--- src/rtl/reset_seq_pkg.sv ---
// reset_seq_pkg: state encoding and default constants
// shared by the reset sequencer files.
package reset_seq_pkg;

  typedef enum logic [1:0] {
    HOLD    = 2'd0,
    LOAD    = 2'd1,
    RELEASE = 2'd2,
    RUN     = 2'd3
  } seq_state_t;

  localparam int DEF_NUM_DOMAINS  = 4;
  localparam int DEF_INIT_HOLD    = 15;
  localparam int DEF_STAGE_GAP    = 4;
  localparam int DEF_LOAD_TIMEOUT = 1 << 24;

endpackage

--- src/rtl/reset_sequencer.sv ---
// reset_sequencer: HOLD -> LOAD -> RELEASE -> RUN staged reset release.
// Define RESET_SEQ_TIMEOUT_EN to enable the LOAD-phase watchdog.
module reset_sequencer
  import reset_seq_pkg::*;
#(
  parameter int NUM_DOMAINS  = DEF_NUM_DOMAINS,
  parameter int INIT_HOLD    = DEF_INIT_HOLD,
  parameter int STAGE_GAP    = DEF_STAGE_GAP,
  parameter int LOAD_TIMEOUT = DEF_LOAD_TIMEOUT
) (
  input  logic                   clk,
  input  logic                   chip_reset,
  input  logic                   load_done,
  input  logic                   soft_reset_req,
  output logic                   loader_reset,
  output logic [NUM_DOMAINS-1:0] domain_reset,
  output logic [1:0]             seq_state,
  output logic                   load_timeout
);

  localparam int IW = $clog2(NUM_DOMAINS);

  localparam logic [15:0]   HOLD_INIT = 16'(INIT_HOLD);
  localparam logic [7:0]    GAP       = 8'(STAGE_GAP);
  localparam logic [IW-1:0] LAST      = IW'(NUM_DOMAINS - 1);

  localparam logic [NUM_DOMAINS-1:0] ALL_ON  = '1;
  localparam logic [NUM_DOMAINS-1:0] LOAD_ON = ALL_ON << 1;

  seq_state_t             state_q = HOLD;
  seq_state_t             state_d;
  logic [15:0]            hold_q  = HOLD_INIT;
  logic [15:0]            hold_d;
  logic [7:0]             stage_q = GAP;
  logic [7:0]             stage_d;
  logic [IW-1:0]          idx_q   = IW'(1);
  logic [IW-1:0]          idx_d;
  logic                   lrst_q  = 1'b1;
  logic                   lrst_d;
  logic [NUM_DOMAINS-1:0] drst_q  = ALL_ON;
  logic [NUM_DOMAINS-1:0] drst_d;

`ifdef RESET_SEQ_TIMEOUT_EN
  localparam logic [31:0] WD_LAST = 32'(LOAD_TIMEOUT - 1);

  logic [31:0] wd_q   = '0;
  logic [31:0] wd_d;
  logic        tout_q = 1'b0;
  logic        tout_d;
`else
  logic unused_timeout;
  assign unused_timeout = |32'(LOAD_TIMEOUT);
`endif

  always_comb begin
    state_d = state_q;
    hold_d  = hold_q;
    stage_d = stage_q;
    idx_d   = idx_q;
    lrst_d  = lrst_q;
    drst_d  = drst_q;
`ifdef RESET_SEQ_TIMEOUT_EN
    tout_d  = tout_q;
`endif

    if (chip_reset) begin
      state_d = HOLD;
      hold_d  = HOLD_INIT;
      stage_d = GAP;
      idx_d   = IW'(1);
      lrst_d  = 1'b1;
      drst_d  = ALL_ON;
`ifdef RESET_SEQ_TIMEOUT_EN
      tout_d  = 1'b0;
`endif
    end else begin
      unique case (state_q)
        HOLD: begin
          lrst_d = 1'b1;
          drst_d = ALL_ON;
          if (hold_q <= 16'd1) begin
            state_d = LOAD;
            hold_d  = '0;
            lrst_d  = 1'b0;
            drst_d  = LOAD_ON;
          end else begin
            hold_d = hold_q - 16'd1;
          end
        end

        LOAD: begin
          if (load_done) begin
            drst_d[1] = 1'b0;
            stage_d   = GAP;
            if (NUM_DOMAINS == 2) begin
              state_d = RUN;
            end else begin
              state_d = RELEASE;
              idx_d   = IW'(2);
            end
          end
`ifdef RESET_SEQ_TIMEOUT_EN
          else if (wd_q >= WD_LAST) begin
            state_d = HOLD;
            hold_d  = HOLD_INIT;
            lrst_d  = 1'b1;
            drst_d  = ALL_ON;
            tout_d  = 1'b1;
          end
`endif
        end

        RELEASE: begin
          if (stage_q <= 8'd1) begin
            drst_d[idx_q] = 1'b0;
            stage_d       = GAP;
            if (idx_q == LAST) begin
              state_d = RUN;
            end else begin
              idx_d = idx_q + IW'(1);
            end
          end else begin
            stage_d = stage_q - 8'd1;
          end
        end

        RUN: begin
          lrst_d = 1'b0;
          drst_d = '0;
        end

        default: state_d = HOLD;
      endcase

      // Soft restart re-arms run domains; loader domain stays live.
      if (soft_reset_req &&
          (state_q == RELEASE || state_q == RUN)) begin
        state_d = RELEASE;
        stage_d = GAP;
        idx_d   = IW'(1);
        lrst_d  = 1'b0;
        drst_d  = LOAD_ON;
      end
    end
  end

`ifdef RESET_SEQ_TIMEOUT_EN
  always_comb begin
    wd_d = '0;
    if (!chip_reset && state_q == LOAD && state_d == LOAD) begin
      wd_d = (wd_q == '1) ? wd_q : wd_q + 32'd1;
    end
  end
`endif

  always_ff @(posedge clk) begin
    state_q <= state_d;
    hold_q  <= hold_d;
    stage_q <= stage_d;
    idx_q   <= idx_d;
    lrst_q  <= lrst_d;
    drst_q  <= drst_d;
`ifdef RESET_SEQ_TIMEOUT_EN
    wd_q    <= wd_d;
    tout_q  <= tout_d;
`endif
  end

  assign loader_reset = lrst_q;
  assign domain_reset = drst_q;
  assign seq_state    = state_q;

`ifdef RESET_SEQ_TIMEOUT_EN
  assign load_timeout = tout_q;
`else
  assign load_timeout = 1'b0;
`endif

endmodule

--- config.mk ---
export PLATFORM = sky130hd
export DESIGN_NAME = reset_sequencer
export DESIGN_NICKNAME = d
export VERILOG_FILES = /design/src/rtl/reset_seq_pkg.sv /design/src/rtl/reset_sequencer.sv
export SDC_FILE = /design/constraint.sdc
export NUM_CORES = 1
export LEC_CHECK = 0
export ABC_AREA = 1
export CAP_MARGIN = 20
export CORE_MARGIN = 3
export CORE_UTILIZATION = 45
export DETAILED_ROUTE_END_ITERATION = 8
export PLACE_DENSITY = 0.69
export SLEW_MARGIN = 20
export SYNTH_ARGS = -nofsm -noshare
export SYNTH_HDL_FRONTEND = slang
export SYNTH_SLANG_ARGS = --single-unit
--- constraint.sdc ---
create_clock -name clk -period 1.7 [get_ports clk]
set_clock_uncertainty 0.2 [all_clocks]
set_input_delay 0.34 -clock clk [delete_from_list [all_inputs] [get_ports clk]]
set_output_delay 0.34 -clock clk [all_outputs]
set_load 0.05 [all_outputs]
Run 1, clock nets:
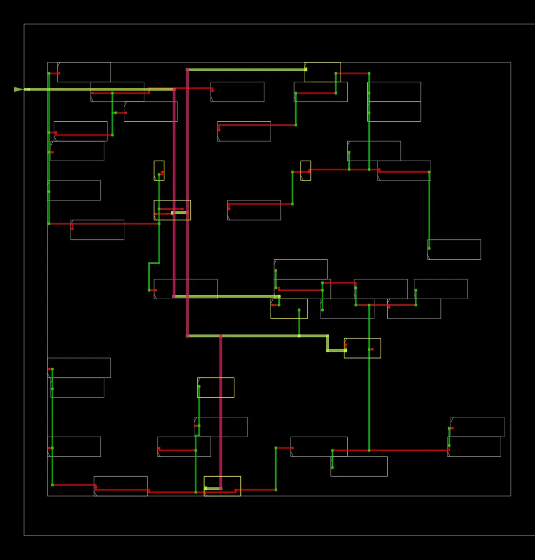
CTS Sinks: 33
seq_cells: 33

Run 1, logic cells by family:
Bar = 20 um.
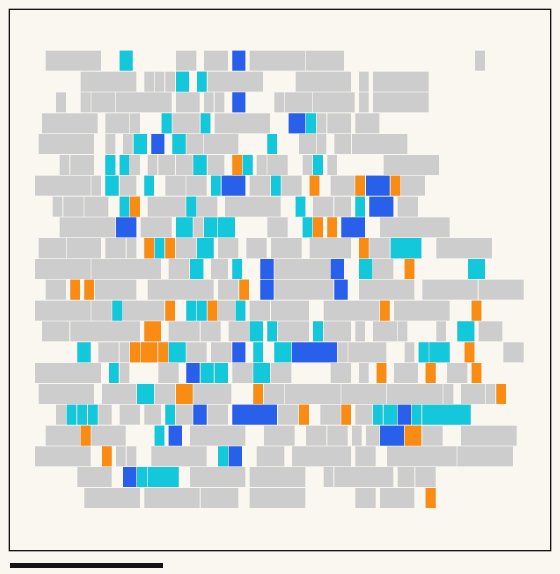
Key: cyan = NAND gates [cells 64]; blue = inverting AOI/OAI gates [cells 23]; orange = inverters [cells 35]
logic share of the area: 45.3%
most instantiated logic cell after routing: buf_4

Run 1, metal layers overlaid:
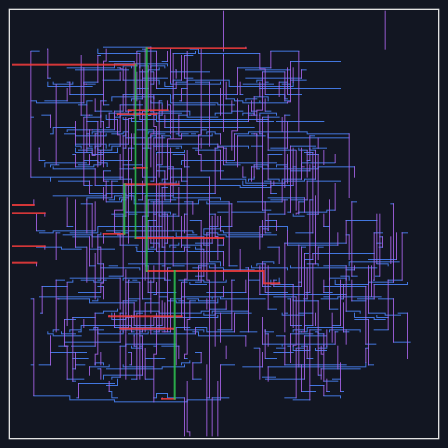
Key: blue = metal 1 [wire length 2,050 um]; red = metal 3 [wire length 143 um]; green = metal 4 [wire length 94.5 um]; purple = metal 2 [wire length 2,020 um]

Run 1, where the registers sit:
Other sequential cells in the stronger gray, the rest of the logic in the fainter gray.
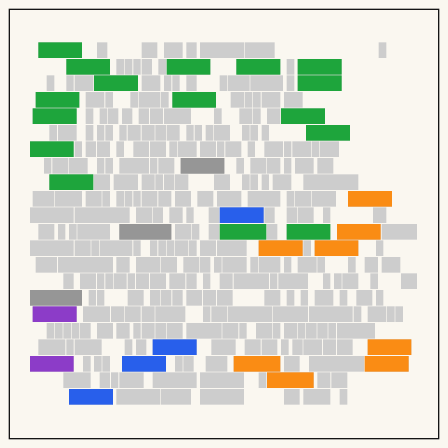
Key: blue = `domain_reset` [sequential cells 4]; green = `hold_q` [sequential cells 16]; orange = `stage_q` [sequential cells 8]; purple = `idx_q` [sequential cells 2]
Finished Core Util: 71.0%
FF+latch area: 672 sq um
Seq/total area: 24.7%

==> job_summary.md, run 1 <==
### Metrics collected by this job

| Metric | Value |
|---|---|
| Hold Crit Class | register to register |
| Starting DRT DRC Count | 62 |
| Share of total power in the clock network | 20.4% |
| Hold Path End | hold_q[0] |
| Vias per Instance | 4.86 |
| Worst Setup EP | seq_state[1] |
| Clock group | 624 uW |
| CP bufs+invs | 4 |
| Final instance area | 0.00272 sq mm |
| YS chip area | 0.00188 sq mm |
| Finished Layout Cells | 362 |
| Clock transition at path regs | 70 ps |
| Initial antenna violation count | 0 |
| Worst EP arrival | 1690 ps |
| Run status | completed |
| Layout cells sized above 1 | 39.8% |
| Total gr overflow | 0 |
| Synth Flop Type | dfxtp_1 |
| Top area contributor share | 35.2% |
| FP Rows | 22 |
| P_seq | 1030 uW |
| DP Worst Slack | -151 ps |
| Crit Reg-Reg Endpoint | seq_state[1] |
| Via count | 1,761 |
| P_leak | 0.00121 uW |
| Hold_ws | 295 ps |
| Routed len/inst | 11.9 um |
| Antenna-violating nets left | 0 |
| GPL Wtd Cong | 0.884 |
[run 1: synthesized netlist by cell type, types with 2 or more instances]
| cell | n |
|---|---|
| buf_2 | 2 |
| o21ai_1 | 3 |
| xor2_1 | 12 |
| inv_2 | 7 |
| inv_1 | 26 |
| nor3_2 | 3 |
| nand4_1 | 2 |
| o21ai_0 | 8 |
| nor3_1 | 4 |
| nand2_2 | 2 |
| inv_4 | 2 |
| nand2_4 | 2 |
| ha_1 | 13 |
| nor2_2 | 5 |
| nor4_1 | 2 |
| nor2_1 | 48 |
| xnor2_1 | 2 |
| nand2_1 | 42 |
| a21oi_1 | 5 |
| nor2_8 | 2 |
| nand3_1 | 14 |
| o221ai_1 | 3 |
| dfxtp_1 | 33 |
[run 1: metal layers]
metal	track usage, %	up-vias	share of wire (%)
met2	29.8	21	47
met3	4.55	9	3.3
met5	0	-	0
met4	9.19	0	2.2
li1	-	921	-
met1	23.6	810	48
[run 1: kinds of logic (layout without fill, tap and decap cells)]
logic type / after synthesis / in the layout / share of synthesized area [%]
flops: 33 / 33 / 35.2
fa+ha+maj: 13 / 13 / 8.67
xor+xnor: 14 / 14 / 6.54
compound gates: 24 / 24 / 7.74
buf+inv: 39 / 99 / 8.41
other cells: 1 / 1 / 0.200
simple gates: 130 / 130 / 33.2
[run 1: final cells by class]
| class | count | area share (%) |
|---|---|---|
| flip-flops and latches | 33 | 24.7 |
| repair buffers | 56 | 19.2 |
| well taps | 48 | 2.21 |
| clock buffers | 8 | 3.31 |
| multi-input cells | 182 | 45.3 |
| inverters | 35 | 5.20 |
[run 1: timing repair]
item                       CTS  global route
resized                     15            35
hold endpoints to repair     0             0
buffers inserted             8             7
hold buffers                 0             0
pin swaps                   11            14
setup endpoints to repair    9            25
Run 1, pin placement:
Pins as bars across the die edge, other pins in gray.
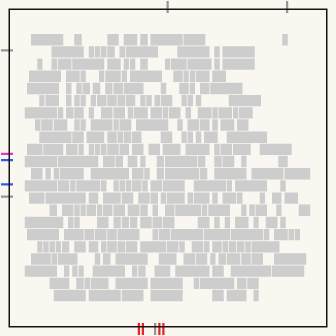

## Run 2: what changed since run 1
==> constraint.sdc (replaced) <==
create_clock -name clk -period 1.7 [get_ports clk]
set_clock_uncertainty 0.2 [all_clocks]
set_input_delay 0.255 -clock clk [delete_from_list [all_inputs] [get_ports clk]]
set_output_delay 0.255 -clock clk [all_outputs]
set_load 0.05 [all_outputs]
Run 2, pin placement:
Pins as bars across the die edge, other pins in gray.
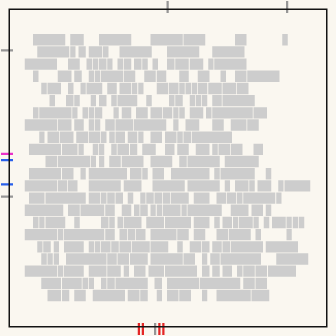
Key: magenta = `chip_reset` [pins 1, direction input, edge left]; blue = `seq_state` [pins 2, direction output, edge left]; red = `domain_reset` [pins 4, direction output, edge bottom]
All pins by edge: 5 left, 5 bottom, 2 top.
Die X: 70.6 um
port buffer count: 10
vertical die size: 70.6 um

Run 2, where the registers sit:
Other sequential cells in the stronger gray, the rest of the logic in the fainter gray.
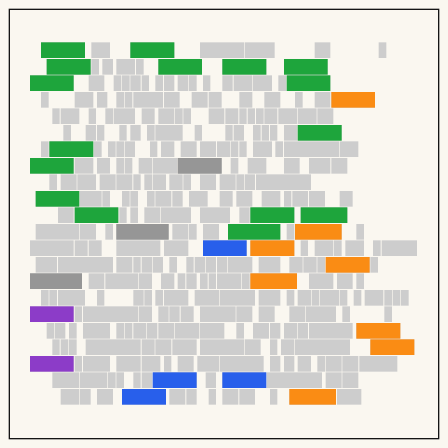
Key: green = `hold_q` [sequential cells 16]; purple = `idx_q` [sequential cells 2]; blue = `domain_reset` [sequential cells 4, where bottom center]; orange = `stage_q` [sequential cells 8]
Finished Core Util: 71.5%
Seq/total area: 24.8%
P_seq: 1040 uW
FF+latch area: 677 sq um

==> run 2 against run 1 <==
Fmax decreased by 0.27%. Critical path depth decreased by 3. Hold slack got worse by 40 ps. Register-to-register slack about the same. Sequential share of layout area about the same. Synthesized cell count unchanged. Critical endpoint is now idx_q[1].
==> job_summary.md, run 2 <==
### Metrics collected by this job

| Metric | Value |
|---|---|
| Run status | completed |
| Max-slew violation count | 0 |
| Most instantiated logic cell after routing | buf_4 |
| FP Rows | 22 |
| Worst Setup EP | idx_q[1] |
| P_leak | 0.00120 uW |
| CP bufs+invs | 4 |
| Async SR Flop Fraction | 0% |
| Routed len/inst | 12.5 um |
| Starting DRT DRC Count | 51 |
| Cell Pwr Density | 1120 mW/mm^2 |
| Met1 WL | 2110 um |
| Met3 Wirelength | 135 um |
| Hold Crit Class | register to register |
| CTS Hold Bufs | 0 |
| GRT Util Overall | 17.5% |
| Count leader, synth | nor2_1 |
| CP endpoint kind | register |
| Post-synth top cells | nor2_1 (48), nand2_1 (42), dfxtp_1 (33) |
| Comb gate area | 0.00127 sq mm |
| Post-synth area hogs | dfxtp_1 (35%), nor2_1 (9.6%), ha_1 (8.7%), nand2_1 (8.4%), xor2_1 (5.6%) |
| DPL Wire Length | 2940 um |
| CTS Sinks | 33 |
| YS chip area | 0.00188 sq mm |
| Final instance area | 0.00273 sq mm |
| First-pass GRT wire length | 7080 um |
| Top area contributor share | 35.2% |
| Antenna-violating nets left | 0 |
| Max layer used | met4 |
| Layout cells sized above 1 | 40.7% |
| R2R depth | 9 |
| Vias per Instance | 4.93 |
| Initial antenna violation count | 0 |
| Via count | 1,773 |
| Total gr overflow | 0 |
| Clock transition at path regs | 70 ps |
| Vias in the first global route | 1,675 |
| Worst EP arrival | 1680 ps |
| Synth Flop Type | dfxtp_1 |
| Crit Reg-Reg Endpoint | idx_q[1] |
[run 2: cell counts after synthesis]
No cell type changed its count.
[run 2: tightest hold or removal path, stage by stage, from the launching register on]
cell,delay (ps)
dfxtp_1,320
o21ai_2,50
nand2_1,40
[run 2: logic make-up after synthesis]
logic type	count (synthesis)	share of synthesized area, %
other	1	0.200
buffers and inverters	39	8.41
XOR/XNOR	14	6.54
adder cells (fa/ha/maj)	13	8.67
flip-flops	33	35.2
AND-OR/OR-AND	24	7.74
AND/OR/NAND/NOR	130	33.2
[run 2: what timing repair did]
| item | 4_1_cts | 5_1_grt |
|---|---|---|
| setup buffers | 8 | 8 |
| endpoints found under the setup margin | 21 | 29 |
| resized | 14 | 52 |
| pin swaps | 13 | 26 |
[run 2: layout make-up]
class	count	share of cell area [%]
clock buffer	6	2.65
clock inverter	2	0.366
inverter	35	5.63
multi-input combinational	182	46.6
sequential	33	24.8
tap	48	2.20
timing repair buffer	54	17.8
[run 2: power breakdown]
group | internal [uW] | total, uW | switching (uW) | leakage [uW]
Combinational | 627 | 1440 | 815 | 0.000883
Sequential | 911 | 1040 | 133 | 0.000271
Clock | 284 | 584 | 301 | 0.0000450
[run 2: through the flow]
stage | worst slack, ps | hold WS [ps] | std cells | util [%]
final | 5.37 | 255 | 360 | 71.5
after global routing | -142 | 282 | 360 | 71.5
after CTS | -17.4 | 262 | 353 | 64.9
after detailed placement | -104 | 251 | 337 | 59.9
after global placement | -49.6 | 245 | 337 | 59.9
after floorplan | -0.105 | 155 | 254 | -
[run 2: metal layers]
metal  vias to the layer above  track usage [%]
met5                         -                0
met4                         0             7.31
met3                         8             5.11
met2                        27             26.6
met1                       822             23.2
li1                        916                -
Run 2, metal layers overlaid:
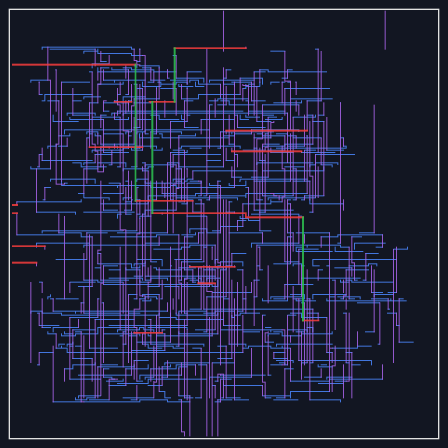

## Run 3: what changed since run 2
--- a/config.mk
+++ b/config.mk
@@ -10,6 +10,7 @@
 export CORE_MARGIN = 3
 export CORE_UTILIZATION = 45
 export DETAILED_ROUTE_END_ITERATION = 8
+export MAX_ROUTING_LAYER = met4
 export PLACE_DENSITY = 0.69
 export SLEW_MARGIN = 20
 export SYNTH_ARGS = -nofsm -noshare
Run 3, metal layers overlaid:
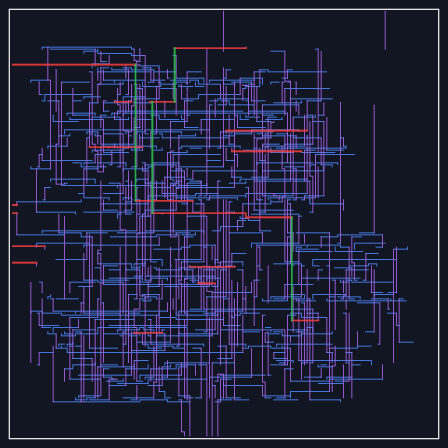
Key: green = metal 4 [wire length 66.6 um]; purple = metal 2 [wire length 2,200 um]; red = metal 3 [wire length 135 um]; blue = metal 1 [wire length 2,110 um]
routed len/inst: 12.5 um
drt total wl: 4520 um
via count: 1,774
GRT Util Overall: 18.0%

==> run 3 against run 2 <==
Non-clock buffer count stayed put. Critical path depth stayed put. Sequential share of layout area stayed put. Synthesized area stayed put. Flip-flop count stayed put. First-iteration DRC count is 7.8% higher. Final cell count stayed put. Fmax hardly changed. Clock-buffer cell count stayed put. Synthesized cell count stayed put. Critical path type unchanged. Largest power group unchanged. Highest routed layer unchanged.
==> job_summary.md, run 3 <==
### Metrics collected by this job

| Metric | Value |
|---|---|
| Met1 usage | 23.3% |
| FP Rows | 22 |
| First-pass GRT wire length | 7090 um |
| Die X | 70.6 um |
| GPL Wtd Cong | 0.856 |
| DPL Wire Length | 2940 um |
| Vias per Instance | 4.93 |
| CP bufs+invs | 4 |
| Clock transition at path regs | 70 ps |
| R2R depth | 9 |
| Run status | completed |
| Final instance area | 0.00273 sq mm |
| DP Worst Slack | -104 ps |
| Post-synth area hogs | dfxtp_1 (35%), nor2_1 (9.6%), ha_1 (8.7%), nand2_1 (8.4%), xor2_1 (5.6%) |
| Most instantiated logic cell after routing | buf_4 |
| Antenna-violating nets left | 0 |
| GR peak layer | met2 |
| Async SR Flop Fraction | 0% |
| Finished Core Util | 71.5% |
| Total gr overflow | 0 |
| Port buffer count | 10 |
| Starting DRT DRC Count | 55 |
| P_leak | 0.00120 uW |
| Top area contributor share | 35.2% |
| Cell Pwr Density | 1120 mW/mm^2 |
| Max-slew violation count | 0 |
| Vertical die size | 70.6 um |
| Initial antenna violation count | 0 |
| Worst EP arrival | 1680 ps |
| Met2 Track Usage GR | 26.5% |
| Met3 usage | 5.11% |
| CP endpoint kind | register |
| Layout cells sized above 1 | 40.7% |
| Synth Flop Type | dfxtp_1 |
Run 3, logic cells by family:
Bar = 20 um.
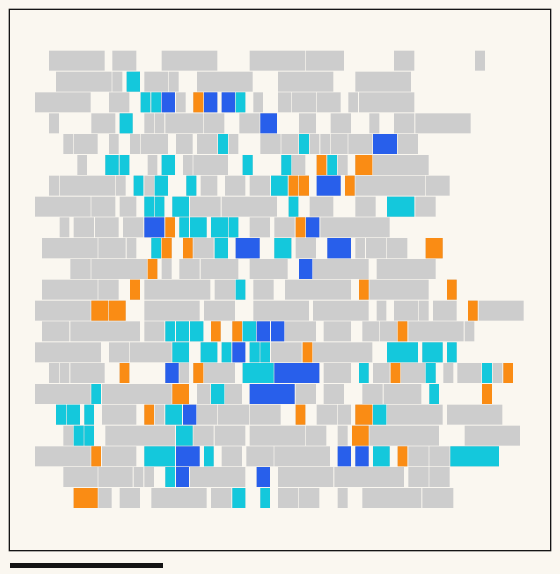
Key: cyan = NAND gates [cells 64]; blue = inverting AOI/OAI gates [cells 23]; orange = inverters [cells 35]
logic share of the area: 46.6%
Finished Layout Cells: 360

-- run 3: where the power goes --
part	internal, uW	total (uW)	switching [uW]
logic	627	1440	815
registers	911	1040	133
clock network	284	585	302
total	1820	3070	1250
-- run 3: final cells by class --
type / count / area, sq um / area share [%]
clock inverters: 2 / 10.0 / 0.366
repair buffers: 54 / 487 / 17.8
inverters: 35 / 154 / 5.63
flip-flops and latches: 33 / 677 / 24.8
clock buffers: 6 / 72.6 / 2.65
multi-input cells: 182 / 1270 / 46.6
well taps: 48 / 60.1 / 2.20
-- run 3: kinds of logic after synthesis --
family                   share of synthesized area [%]
adder cells (fa/ha/maj)                           8.67
AND/OR/NAND/NOR                                   33.2
AND-OR/OR-AND                                     7.74
buffers and inverters                             8.41
XOR/XNOR                                          6.54
other                                            0.200
flip-flops                                        35.2
-- run 3: repair_timing --
| item | CTS | global route |
|---|---|---|
| hold endpoints to repair | 0 | 0 |
| endpoints found under the setup margin | 21 | 29 |
| cloned | 0 | 0 |
| gates resized | 14 | 52 |
| hold buffers | 0 | 0 |
| pin swaps | 13 | 26 |
| buffers inserted | 8 | 8 |
-- run 3: metrics by stage --
| step | instances | total power (uW) |
|---|---|---|
| 2_1_floorplan | 254 | 1750 |
| 3_3_place_gp | 337 | 2150 |
| 3_5_place_dp | 337 | 2160 |
| 4_1_cts | 353 | 2860 |
| 5_1_grt | 360 | 3270 |
| 6_report | 360 | 3070 |
-- run 3: path summary, 6_finish.rpt --
kind,startpoint,endpoint,slack [ps]
max,seq_state[0],idx_q[1],5
min,domain_reset[2],domain_reset[2],260
max reg2reg,seq_state[0],idx_q[1],5
min reg2reg,domain_reset[2],domain_reset[2],260
-- run 3: per-layer routing --
metal	share of wire (%)	vias up
met2	49	27
met1	47	823
met3	3.0	8
li1	-	916
met4	1.5	0
met5	0	-
Power is estimated from default activity; no workload was simulated.
